Figure 1. Track usage over the die (run 1).
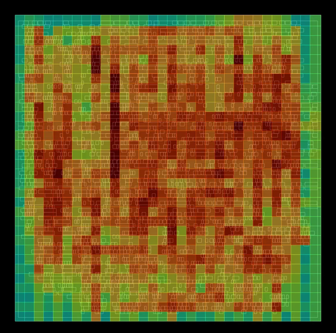
Figure 2. Met2 routing (run 1).
Bar = 50 um.
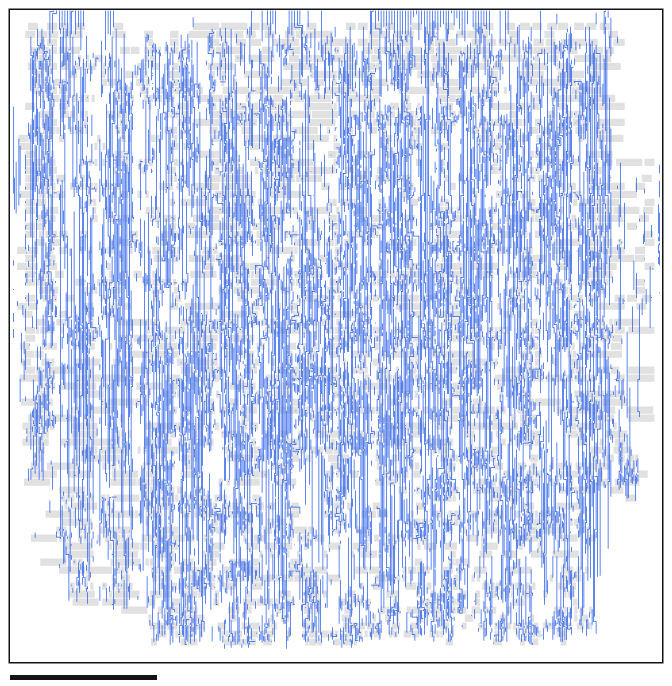
Figure 3. Met4 routing (run 1).
Bar = 50 um.
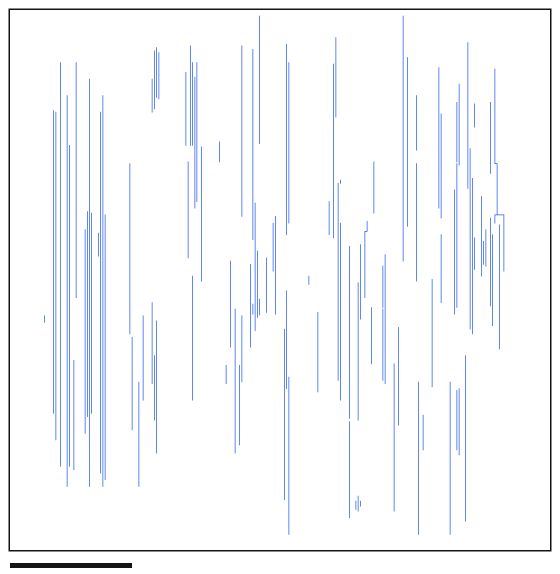
===== config.mk =====
export PLATFORM = sky130hd
export DESIGN_NAME = mdu_iter
export DESIGN_NICKNAME = d
export VERILOG_FILES = /design/src/rtl/mdu_pkg.sv /design/src/rtl/mdu_div_step.sv /design/src/rtl/mdu_iter.sv
export SDC_FILE = /design/constraint.sdc
export NUM_CORES = 1
export LEC_CHECK = 0
export CAP_MARGIN = 20
export CORE_MARGIN = 2
export CORE_UTILIZATION = 40
export DETAILED_ROUTE_END_ITERATION = 10
export GPL_TIMING_DRIVEN = 0
export PLACE_DENSITY = 0.63
export SLEW_MARGIN = 25
export SYNTH_ARGS = -nofsm -noshare
export SYNTH_HDL_FRONTEND = slang
export SYNTH_SLANG_ARGS = --single-unit

===== constraint.sdc =====
create_clock -name clk -period 14.08 [get_ports clk]
set_input_delay 4.224 -clock clk [delete_from_list [all_inputs] [get_ports clk]]
set_output_delay 4.224 -clock clk [all_outputs]
set_load 0.01 [all_outputs]

===== src/rtl/mdu_pkg.sv =====
// Shared op encodings, FSM state and op-class predicates for the iterative MDU.
// MDU_MADD_EN adds the MADD/MADDU/MSUB/MSUBU accumulate ops.
package mdu_pkg;

  localparam logic [3:0] OP_MULT  = 4'd0;
  localparam logic [3:0] OP_MULTU = 4'd1;
  localparam logic [3:0] OP_DIV   = 4'd2;
  localparam logic [3:0] OP_DIVU  = 4'd3;
  localparam logic [3:0] OP_MTHI  = 4'd4;
  localparam logic [3:0] OP_MTLO  = 4'd5;
  localparam logic [3:0] OP_MADD  = 4'd8;
  localparam logic [3:0] OP_MADDU = 4'd9;
  localparam logic [3:0] OP_MSUB  = 4'd10;
  localparam logic [3:0] OP_MSUBU = 4'd11;

  typedef enum logic {IDLE = 1'b0, RUN = 1'b1} state_t;

  // Latched context of the in-flight iterative op.
  typedef struct packed {
    logic [3:0] op;
    logic       neg_lo;   // negate product / quotient at the end
    logic       neg_hi;   // negate remainder at the end
  } op_ctx_t;

  function automatic logic is_iter_op(input logic [3:0] op);
    case (op)
      OP_MULT, OP_MULTU, OP_DIV, OP_DIVU: return 1'b1;
`ifdef MDU_MADD_EN
      OP_MADD, OP_MADDU, OP_MSUB, OP_MSUBU: return 1'b1;
`endif
      default: return 1'b0;
    endcase
  endfunction

  function automatic logic is_div_op(input logic [3:0] op);
    return (op == OP_DIV) || (op == OP_DIVU);
  endfunction

  function automatic logic is_signed_op(input logic [3:0] op);
    return (op == OP_MULT) || (op == OP_DIV) || (op == OP_MADD) || (op == OP_MSUB);
  endfunction

  function automatic logic is_acc_op(input logic [3:0] op);
    return (op == OP_MADD) || (op == OP_MADDU) || (op == OP_MSUB) || (op == OP_MSUBU);
  endfunction

  function automatic logic is_sub_op(input logic [3:0] op);
    return (op == OP_MSUB) || (op == OP_MSUBU);
  endfunction

endpackage


===== src/rtl/mdu_div_step.sv =====
// One restoring-division step on unsigned magnitudes: shift the next dividend
// bit into the remainder, trial-subtract the divisor, emit one quotient bit.
module mdu_div_step
  import mdu_pkg::*;
#(
  parameter int WIDTH = 32
) (
  input  logic [WIDTH-1:0] rem,
  input  logic [WIDTH-1:0] quo,
  input  logic [WIDTH-1:0] divisor,
  output logic [WIDTH-1:0] rem_nxt,
  output logic [WIDTH-1:0] quo_nxt
);

  logic [WIDTH:0]   shifted;
  logic [WIDTH-1:0] diff;
  logic             ge;

  assign shifted = {rem, quo[WIDTH-1]};
  assign ge      = shifted >= {1'b0, divisor};
  // When ge holds the difference is below the divisor, so WIDTH bits suffice.
  assign diff    = shifted[WIDTH-1:0] - divisor;
  assign rem_nxt = ge ? diff : shifted[WIDTH-1:0];
  assign quo_nxt = {quo[WIDTH-2:0], ge};

endmodule


===== src/rtl/mdu_iter.sv =====
// Iterative radix-2 multiply/divide unit owning HI/LO; one bit per cycle,
// WIDTH cycles per op. MDU_MADD_EN enables the multiply-accumulate ops.
module mdu_iter
  import mdu_pkg::*;
#(
  parameter int WIDTH = 32
) (
  input  logic             clk,
  input  logic             rst,
  input  logic             start,
  input  logic [3:0]       op,
  input  logic [WIDTH-1:0] a,
  input  logic [WIDTH-1:0] b,
  input  logic             flush,
  output logic             busy,
  output logic             done,
  output logic [WIDTH-1:0] hi,
  output logic [WIDTH-1:0] lo
);

  localparam int W2 = 2 * WIDTH;
  localparam int CW = $clog2(WIDTH + 1);

  state_t          state, state_nxt;
  logic [CW-1:0]   cnt;
  logic [W2:0]     acc, acc_nxt;
  logic [WIDTH:0]  opnd;
  op_ctx_t         ctx;

  logic            accept_iter, accept_mt, last;
  logic            sa, sb, in_div;
  logic [WIDTH-1:0] mag_a, mag_b;
  logic [WIDTH:0]  mul_sum;
  logic [WIDTH-1:0] rem_nxt, quo_nxt;
  logic [W2-1:0]   mul_res, div_res, result;

  assign accept_iter = (state == IDLE) && start && !flush && is_iter_op(op);
  assign accept_mt   = (state == IDLE) && start && !flush && ((op == OP_MTHI) || (op == OP_MTLO));
  assign last        = (state == RUN) && !flush && (cnt == CW'(1));

  // FSM: state register
  always_ff @(posedge clk or posedge rst) begin
    if (rst) state <= IDLE;
    else     state <= state_nxt;
  end

  // FSM: next state
  always_comb begin
    state_nxt = state;
    case (state)
      IDLE: if (accept_iter) state_nxt = RUN;
      RUN:  if (flush || last) state_nxt = IDLE;
      default: state_nxt = IDLE;
    endcase
  end

  // FSM: outputs
  always_comb begin
    busy = (state == RUN);
  end

  // Operand conditioning; magnitudes of the most-negative value stay exact as unsigned.
  assign in_div = is_div_op(op);
  assign sa     = is_signed_op(op) & a[WIDTH-1];
  assign sb     = is_signed_op(op) & b[WIDTH-1];
  assign mag_a  = sa ? -a : a;
  assign mag_b  = sb ? -b : b;

  // Multiply step: acc = {partial[WIDTH:0], multiplier[WIDTH-1:0]}, shift right each cycle.
  assign mul_sum = acc[W2:WIDTH] + (acc[0] ? opnd : '0);

  // Divide step: acc = {rem, quotient/dividend}.
  mdu_div_step #(.WIDTH(WIDTH)) u_div_step (
    .rem     (acc[W2-1:WIDTH]),
    .quo     (acc[WIDTH-1:0]),
    .divisor (opnd[WIDTH-1:0]),
    .rem_nxt (rem_nxt),
    .quo_nxt (quo_nxt)
  );

  always_comb begin
    if (is_div_op(ctx.op)) acc_nxt = {1'b0, rem_nxt, quo_nxt};
    else                   acc_nxt = {1'b0, mul_sum, acc[WIDTH-1:1]};
  end

  // Sign fixup on the final step's value.
  always_comb begin
    mul_res = ctx.neg_lo ? -acc_nxt[W2-1:0] : acc_nxt[W2-1:0];
    div_res = {(ctx.neg_hi ? -rem_nxt : rem_nxt), (ctx.neg_lo ? -quo_nxt : quo_nxt)};
    result  = is_div_op(ctx.op) ? div_res : mul_res;
`ifdef MDU_MADD_EN
    if (is_acc_op(ctx.op))
      result = is_sub_op(ctx.op) ? ({hi, lo} - mul_res) : ({hi, lo} + mul_res);
`endif
  end

  // Datapath and HI/LO
  always_ff @(posedge clk or posedge rst) begin
    if (rst) begin
      cnt  <= '0;
      acc  <= '0;
      opnd <= '0;
      ctx  <= '0;
      hi   <= '0;
      lo   <= '0;
      done <= 1'b0;
    end else begin
      done <= last;
      if (accept_iter) begin
        cnt        <= CW'(WIDTH);
        ctx.op     <= op;
        // Divide by zero: quotient stays all ones and the remainder rebuilds a.
        ctx.neg_lo <= (sa ^ sb) & ~(in_div & (b == '0));
        ctx.neg_hi <= in_div & sa;
        if (in_div) begin
          acc  <= {{(WIDTH+1){1'b0}}, mag_a};
          opnd <= {1'b0, mag_b};
        end else begin
          acc  <= {{(WIDTH+1){1'b0}}, mag_b};
          opnd <= {1'b0, mag_a};
        end
      end else if (state == RUN) begin
        acc <= acc_nxt;
        cnt <= flush ? '0 : cnt - CW'(1);
      end
      if (accept_mt) begin
        if (op == OP_MTHI) hi <= a;
        else               lo <= a;
      end
      if (last) begin
        hi <= result[W2-1:WIDTH];
        lo <= result[WIDTH-1:0];
      end
    end
  end

endmodule


==> deck_impl_summary.md, run 1 <==
Run Summary

Run status
  • Status: finished clean

Logic synthesis
  • Adders+Majority by Area: 0.0489
  • Cell Type Count: 105
  • Yosys xor share: 0.0946
  • Area leader share: 0.228
  • Synthesized cell area: between 15000 and 20000 um2
  • Synth Warn #: 0
  • Synth Seq Share: 0.228
  • Top cells, area: dfrtp_1, o21ai_0, nand2_1
  • Leading area contributor after synthesis: dfrtp_1
  • Asr flop ratio synth: 1.00
  • MUX area fraction: 0.0566
  • Top logic family: AND-OR/OR-AND gates
  • Ys flop type: dfrtp_1
  • Synthesis area per yosys: around 19000 um2
  • Post-synth EDFFs: 0
  • Ys flops: about 170
  • Cell count in the Yosys report: 2573
  • Basic Gates by Area: 0.229
  • And-or/or-and share of the synthesized area: 0.285
  • Synth Instances: around 2600
  • Post-synth net total: approximately 2700
  • Mean post-synth cell area: 7.38 um2

Power and ir drop
  • Clock network power share: 0.097
  • Sw power: about 3.1 mW
  • Sw Share: 0.579
  • Leakage: 8.84 nW
  • Pwr Total: approximately 5.4 mW
  • Pwr per Cell Area: ~250 nW/um2
  • Worst VDD drop: around 0.088 mV
  • Combinational share of power: 0.742
  • P_int: approximately 2.3 mW
  • Seq pwr share: 0.161

Die
  • Tap Cells: a little over 600
  • Die height: around 220 um
  • # IOs: roughly 140
  • Core ar.: 46700 um2
  • Die W: 222 um
  • Die area: between 40000 and 50000 um2
  • FP Rows: 79
  • Starting density of the core: 0.407

Final timing
  • Setup violators final: 0
  • Final hold viol count: 0
  • Max Slew Vio Count: 0
  • Minimum clock period: between 7000 and 8000 ps
  • Slew @ Worst Pin: 1270 ps
  • Slew HR: 0.145
  • Fin crit share: 0.541
  • FMAX: between 0.1 and 0.15 GHz
  • Clk_skew: about 21 ps
  • Final WS setup: ~6500 ps
  • RSZ-0062 raised after global routing: no
  • WHS: between 400 and 500 ps
  • Setup TNS: 0 ps

Placed design
  • DP Cell Count: 3315
  • Hpwl dp: 78.8 mm
  • Area post-placement: around 21000 um2
  • Dpl ws: 6010 ps
  • Input/output buffers: about 130
  • Routability cong.: a little over 1

Route
  • Post-route ant nets: 0
  • Routed vias/inst: approximately 6.6
  • Drc violations: 0
  • Iter 0 DRT Violations: 3266
  • Drt pass-1 iters: 6
  • Drt wl/cell: between 20 and 30 um

CTS
  • Cts bufs inserted: 17
  • Hold_buf cts: 0
  • Clk buf depth: 2
  • Cts repair resizes: 0
  • Post-CTS Setup Inserts: 0
  • Reg clk slew, reported paths: roughly 80 ps
  • Clk latency late pin: 500 ps
  • Clock root cell: clkbuf_16
  • CTS tree: done
  • Sink Count: 173
  • H-tree depth: 4

Finish
  • Clock network area share: 0.0285
  • Comb/total area: 0.624
  • # fillers: 4735
  • Post-layout util: 0.466
  • Area growth syn-to-layout: 14.6%
  • Dominant kind of cell: combinational gates
  • # clk buffers: 17
  • Design area: 21800 um2
  • Inverters: between 70 and 80
  • Layout Cells excl Fill: 3347
  • Top Layout Cells: nand2_1, o21ai_0, nor2_1
  • Nonclk buf count: roughly 330
  • Sequential cell area share: 0.199
  • Most frequent logic cell in the layout: nand2_1
  • Ant. Diodes: 0
  • Count of multi-input gates: between 2000 and 2500
  • Nets: around 2900
  • Fraction of layout cells with a size suffix above 1: 0.0496
  • Flops: about 170
  • Reg area: ~4300 um2
  • Buffering overhead: 0.0996
  • Combinational Area: 13600 um2

Critical path
  • Reg2reg setup slack: around 6500 ps
  • Worst R2R Start: acc[31]
  • Crit path kind: register to register
  • Critical Path Source Type: register
  • Worst EP arrival: ~8000 ps
  • Crit path from: acc[31]
  • Worst-path fanout max: 10
  • Setup crit end: hi[22]
  • Path depth of the worst reg2reg path: 23
  • Critical Path RT: approximately 14000 ps
  • R2R Path End: hi[22]
  • CP Capture Type: register

Global route
  • Met3 usage in global routing: 0.105
  • Vias in the first global route: slightly above 20000
  • Initial antenna violation count: 0
  • Gr usage total: 0.387
  • GR Overflow Total: 0
  • Gr busiest metal: met2
  • First-pass GRT wire length: 140 mm
  • Pin count of the biggest net entering global routing: roughly 90

Min path
  • Hold depth: 2
  • Hold EP: opnd[13]
  • Hold Path Origin: opnd[13]
  • Hold/Removal Path Class: register to register

Job
  • Max_cap viols: 0
  • Tool warning count: 27
About Figure 1:
global routing met2 resource utilization: 0.556
GR Util met1: 0.530

About Figure 2:
longest straight run	117 um
main direction	vertical
share of all routed wire	41%
nets with wire on the layer	2431
wire length on this layer	39.9 mm
drt total wl: 97.9 mm
via count: 22161

About Figure 3:
main direction	vertical
wire length on this layer	5500 um
longest straight run	167 um
nets with wire on the layer	100

-- run 1: worst max-delay path, cell delays in order (launching register included) --
cell and delay (ps):
dfrtp_1 540, inv_1 220, ha_1 450, nand4_1 310
nor4_1 310, nand3_1 150, o211a_2 220, nand2_4 190
buf_1 620, buf_1 730, nand2_1 100, o21ai_0 110
ha_1 280, nand3_1 100, mux2_2 310, a2111oi_1 500
o2111ai_1 280, o31a_1 200, nand4b_1 270, o311ai_1 360
a21oi_1 120, a211o_1 300, or4_1 630, a21oi_1 210
-- run 1: cells in the mapped netlist, drive strengths merged (17+ instances only) --
cell type  count
nand2        312
o21ai        257
nor2         243
a21oi        192
dfrtp        173
clkbuf       136
xnor2        124
mux2i         96
xor2          81
inv           78
ha            71
nor3          68
nand3         61
buf           56
o211ai        50
o31ai         43
a211oi        37
nand4         36
or3           29
nor4          26
a31oi         25
o221ai        24
a21o          23
and2          20
and3          20
nand2b        20
or4           18
o21a          17
o41ai         17
-- run 1: registers in the layout (all words and copies together), names as in the netlist --
| signal | cells |
|---|---|
| ctx | 5 |
| busy | 1 |
| done | 1 |
| opnd | 32 |
| hi | 32 |
| lo | 32 |
| cnt | 6 |
| acc | 64 |
-- run 1: power groups by stage --
stage,sequential [mW],combinational [mW],clock (mW)
global route,0.874,4.20,0.539
detailed placement,0.858,3.81,0
finish,0.864,3.98,0.519
global placement,0.855,3.77,0
floorplan,0.809,2.50,0
CTS,0.852,3.83,0.519
-- run 1: routing by layer --
metal | routed length (um) | part of all wire
met5 | 0 | 0
met1 | 40700 | 0.42
met2 | 39900 | 0.41
met4 | 5500 | 0.056
met3 | 11900 | 0.12
Figure 4. M3 wires (run 1).
Bar = 50 um.
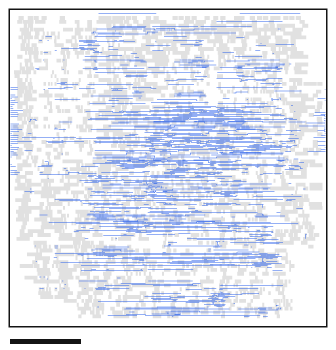

==> run 1 -> run 2 <==
PLACE_DENSITY = 0.65   (was 0.63)
clock period = 6.8 ns   (was 14.08 ns; I/O delays follow)
Figure 5. M3 wires (run 2).
Bar = 50 um.
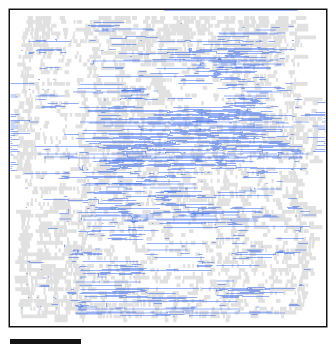
longest straight run	102 um
main direction	horizontal
wire length on this layer	11900 um
nets with wire on the layer	514
share of all routed wire	12%
drt total wl: 101 mm
met3 usage in global routing: 0.106

Figure 6. M1 wires (run 2).
Bar = 50 um.
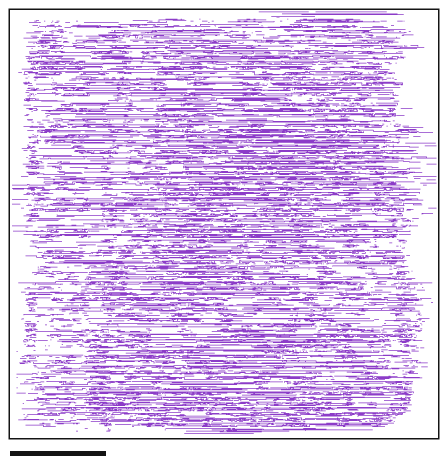
wire length on this layer	41.6 mm
nets with wire on the layer	2677
GR Util met1: 0.546
via count: 22242

==> deck_impl_summary.md, run 2 <==
Run Summary

Run status
  • Status: finished clean (unchanged)

Finish
  • Nets: 2874 (was 2872)
  • Fraction of layout cells with a size suffix above 1: 0.0558 (was 0.0496)
  • Top Layout Cells: nand2_1, o21ai_0, nor2_1 (unchanged)
  • Largest reg by FF count: acc (unchanged)
  • Most frequent logic cell in the layout: nand2_1 (unchanged)
  • Max reg flops: 64 (unchanged)
  • Area growth syn-to-layout: 15.0% (was 14.6%)

Logic synthesis
  • Synth Seq Share: 0.228 (unchanged)
  • Synthesis area per yosys: 19000 um2 (unchanged)
  • Top cells, area: dfrtp_1, o21ai_0, nand2_1 (unchanged)
  • Post-synth net total: 2718 (unchanged)
  • Post-synth EDFFs: 0 (unchanged)
  • Ys flops: 173 (unchanged)
  • Mean post-synth cell area: 7.38 um2 (unchanged)
  • Asr flop ratio synth: 1.00 (unchanged)
  • Most common cell in the synthesized netlist: nand2_1 (unchanged)
  • Synthesized cell area: 19000 um2 (unchanged)
  • Cell count in the Yosys report: 2573 (unchanged)
  • Synth Instances: 2573 (unchanged)
  • Synth Warn #: 0 (unchanged)
  • Commonest cells post-synth: nand2_1, nor2_1, o21ai_0, a21oi_1, dfrtp_1 (unchanged)
  • Leading area contributor after synthesis: dfrtp_1 (unchanged)

Critical path
  • Slowest cell on crit path: o31ai_1 (was buf_1)
  • Critical Path Source Type: register (unchanged)
  • CP delay by family, top: AND-OR/OR-AND gates (unchanged)
  • Setup crit end: lo[30] (was hi[22])
  • Worst EP arrival: 7040 ps (was 8030 ps)
  • Path depth of the worst reg2reg path: 19 (was 23)
  • Crit path kind: register to register (unchanged)
  • R2R Path End: lo[30] (was hi[22])
  • Worst path buffer plus inverter count: 4 (was 3)
  • CP Capture Type: register (unchanged)
  • Worst R2R Start: opnd[26] (was acc[31])
  • Reg2reg setup slack: 90 ps (was 6460 ps)
  • CP max stage delay: 630 ps (was 730 ps)
  • Worst-path fanout max: 19 (was 10)
  • Critical Path RT: 7130 ps (was 14490 ps)
  • Crit path from: opnd[26] (was acc[31])
  • CP Depth: 19 (was 23)

Min path
  • Hold EP: opnd[3] (was opnd[13])
  • Hold/Removal Path Class: register to register (unchanged)
  • Hold depth: 2 (unchanged)
  • Hold Path Origin: opnd[3] (was opnd[13])

Power and ir drop
  • Combinational share of power: 0.745 (was 0.742)
  • Clock network power share: 0.093 (was 0.097)
  • Pwr Total: 11.2 mW (was 5.36 mW)
  • Sw Share: 0.578 (was 0.579)
  • Worst VDD drop: 0.224 mV (was 0.0879 mV)
  • P_int: 4.70 mW (was 2.26 mW)
  • Seq pwr share: 0.162 (was 0.161)
  • Leakage: 8.86 nW (was 8.84 nW)
  • Clock Power: 1.04 mW (was 0.519 mW)
  • Heaviest power group: combinational logic (unchanged)
  • Pwr per Cell Area: 511 nW/um2 (was 246 nW/um2)
  • Sw power: 6.45 mW (was 3.11 mW)
  • Comb. pwr: 8.31 mW (was 3.98 mW)

Final timing
  • FMAX: 0.149 GHz (was 0.131 GHz)
  • Final hold viol count: 0 (unchanged)
  • Minimum clock period: 6710 ps (was 7620 ps)
  • Fin crit share: 0.987 (was 0.541)
  • Max Slew Vio Count: 0 (unchanged)
  • Slew @ Worst Pin: 1200 ps (was 1270 ps)
  • RSZ-0062 raised after global routing: yes (was no)
  • Slew HR: 0.200 (was 0.145)
  • Setup violators final: 0 (unchanged)
  • Setup TNS: 0 ps (unchanged)

CTS
  • Clk latency late pin: 500 ps (about the same)
  • Clk buf depth: 2 (unchanged)
  • H-tree depth: 4 (unchanged)
  • Reg clk slew, reported paths: 80 ps (about the same)
  • CTS tree: done (unchanged)
  • Cts bufs inserted: 17 (unchanged)
  • Clock root cell: clkbuf_16 (unchanged)
  • Sink Count: 173 (unchanged)

Global route
  • Gr usage total: 0.401 (was 0.387)
  • First-pass GRT wire length: 144 mm (was 140 mm)
  • Pin count of the biggest net entering global routing: 81 (was 90)
  • GR Overflow Total: 0 (unchanged)
  • Gr busiest metal: met2 (unchanged)
  • Global routing met2 resource utilization: 0.582 (was 0.556)
  • Vias in the first global route: 20458 (was 20402)
  • Initial antenna violation count: 3 (was 0)

Route
  • Iter 0 DRT Violations: 3066 (was 3266)
  • Drt pass-1 iters: 6 (unchanged)
  • Routed vias/inst: 6.64 (was 6.62)
  • Drc violations: 0 (unchanged)
  • WL met1: 41.6 mm (was 40.7 mm)
  • Drt wl/cell: 30.1 um (was 29.3 um)
  • Routed met2 length: 41.8 mm (was 39.9 mm)
  • Post-route ant nets: 0 (unchanged)

Die
  • Die height: 222 um (unchanged)
  • # IOs: 138 (unchanged)
  • Starting density of the core: 0.407 (unchanged)
  • Core ar.: 46700 um2 (unchanged)
  • Die area: 49200 um2 (unchanged)
  • Die W: 222 um (unchanged)
  • FP Rows: 79 (unchanged)

Job
  • Max_cap viols: 0 (unchanged)
  • Tool warning count: 28 (was 27)

Placed design
  • Input/output buffers: 134 (unchanged)
  • Routability cong.: 1.01 (was 1.04)
  • Hpwl dp: 82.4 mm (was 78.8 mm)
[run 2: cell counts after synthesis]
No cell type changed its count.
[run 2: worst reg2reg max path: stages (launching register included)]
cell	delay, ps
dfrtp_1	560
inv_1	120
ha_1	420
a21oi_1	370
o21a_1	210
o21a_1	210
o211a_2	360
nand2_4	200
inv_2	130
buf_4	340
buf_1	600
ha_1	430
nand2_1	170
or3_1	420
or4_1	500
o31ai_1	630
and3_1	350
xnor2_1	90
a211oi_1	360
a21oi_1	70
[run 2: area by class of cell]
cell class | count | area, um2
clock buffer | 19 | 443
sequential | 173 | 4330
antenna | 2 | 5.00
fill | 4827 | 24800
multi-input combinational | 2129 | 13600
timing repair buffer | 141 | 1440
inverter | 79 | 304
buffer | 188 | 796
tap | 607 | 759
clock inverter | 13 | 143
[run 2: cells by family after synthesis]
family | Yosys count | synth area share
DFF | 173 | 0.228
adders and majority gates | 73 | 0.0489
buffers and inverters | 271 | 0.0576
muxes | 106 | 0.0566
and+or+nand+nor | 915 | 0.229
AOI/OAI and AO/OA | 830 | 0.285
xor gates and xnor gates | 205 | 0.0946
[run 2: per-stage QoR]
stage	utilization	hold slack, ps	cell area (um2)	cells	setup slack, ps
after floorplan	-	450	19000	2573	71.5
after global placement	0.452	466	21100	3314	-2530
after detailed placement	0.454	477	21200	3318	-731
after CTS	0.467	493	21800	3349	3.32
after global routing	0.468	509	21800	3349	-9.61
final	0.468	488	21800	3351	88.1
[run 2: repair_timing]
action,4_1_cts,5_1_grt
endpoints found under the setup margin,11,9
hold endpoints to repair,0,0
gates resized,10,10
buffers inserted,0,3
pin swaps,0,2
Power is estimated from default activity; no workload was simulated.
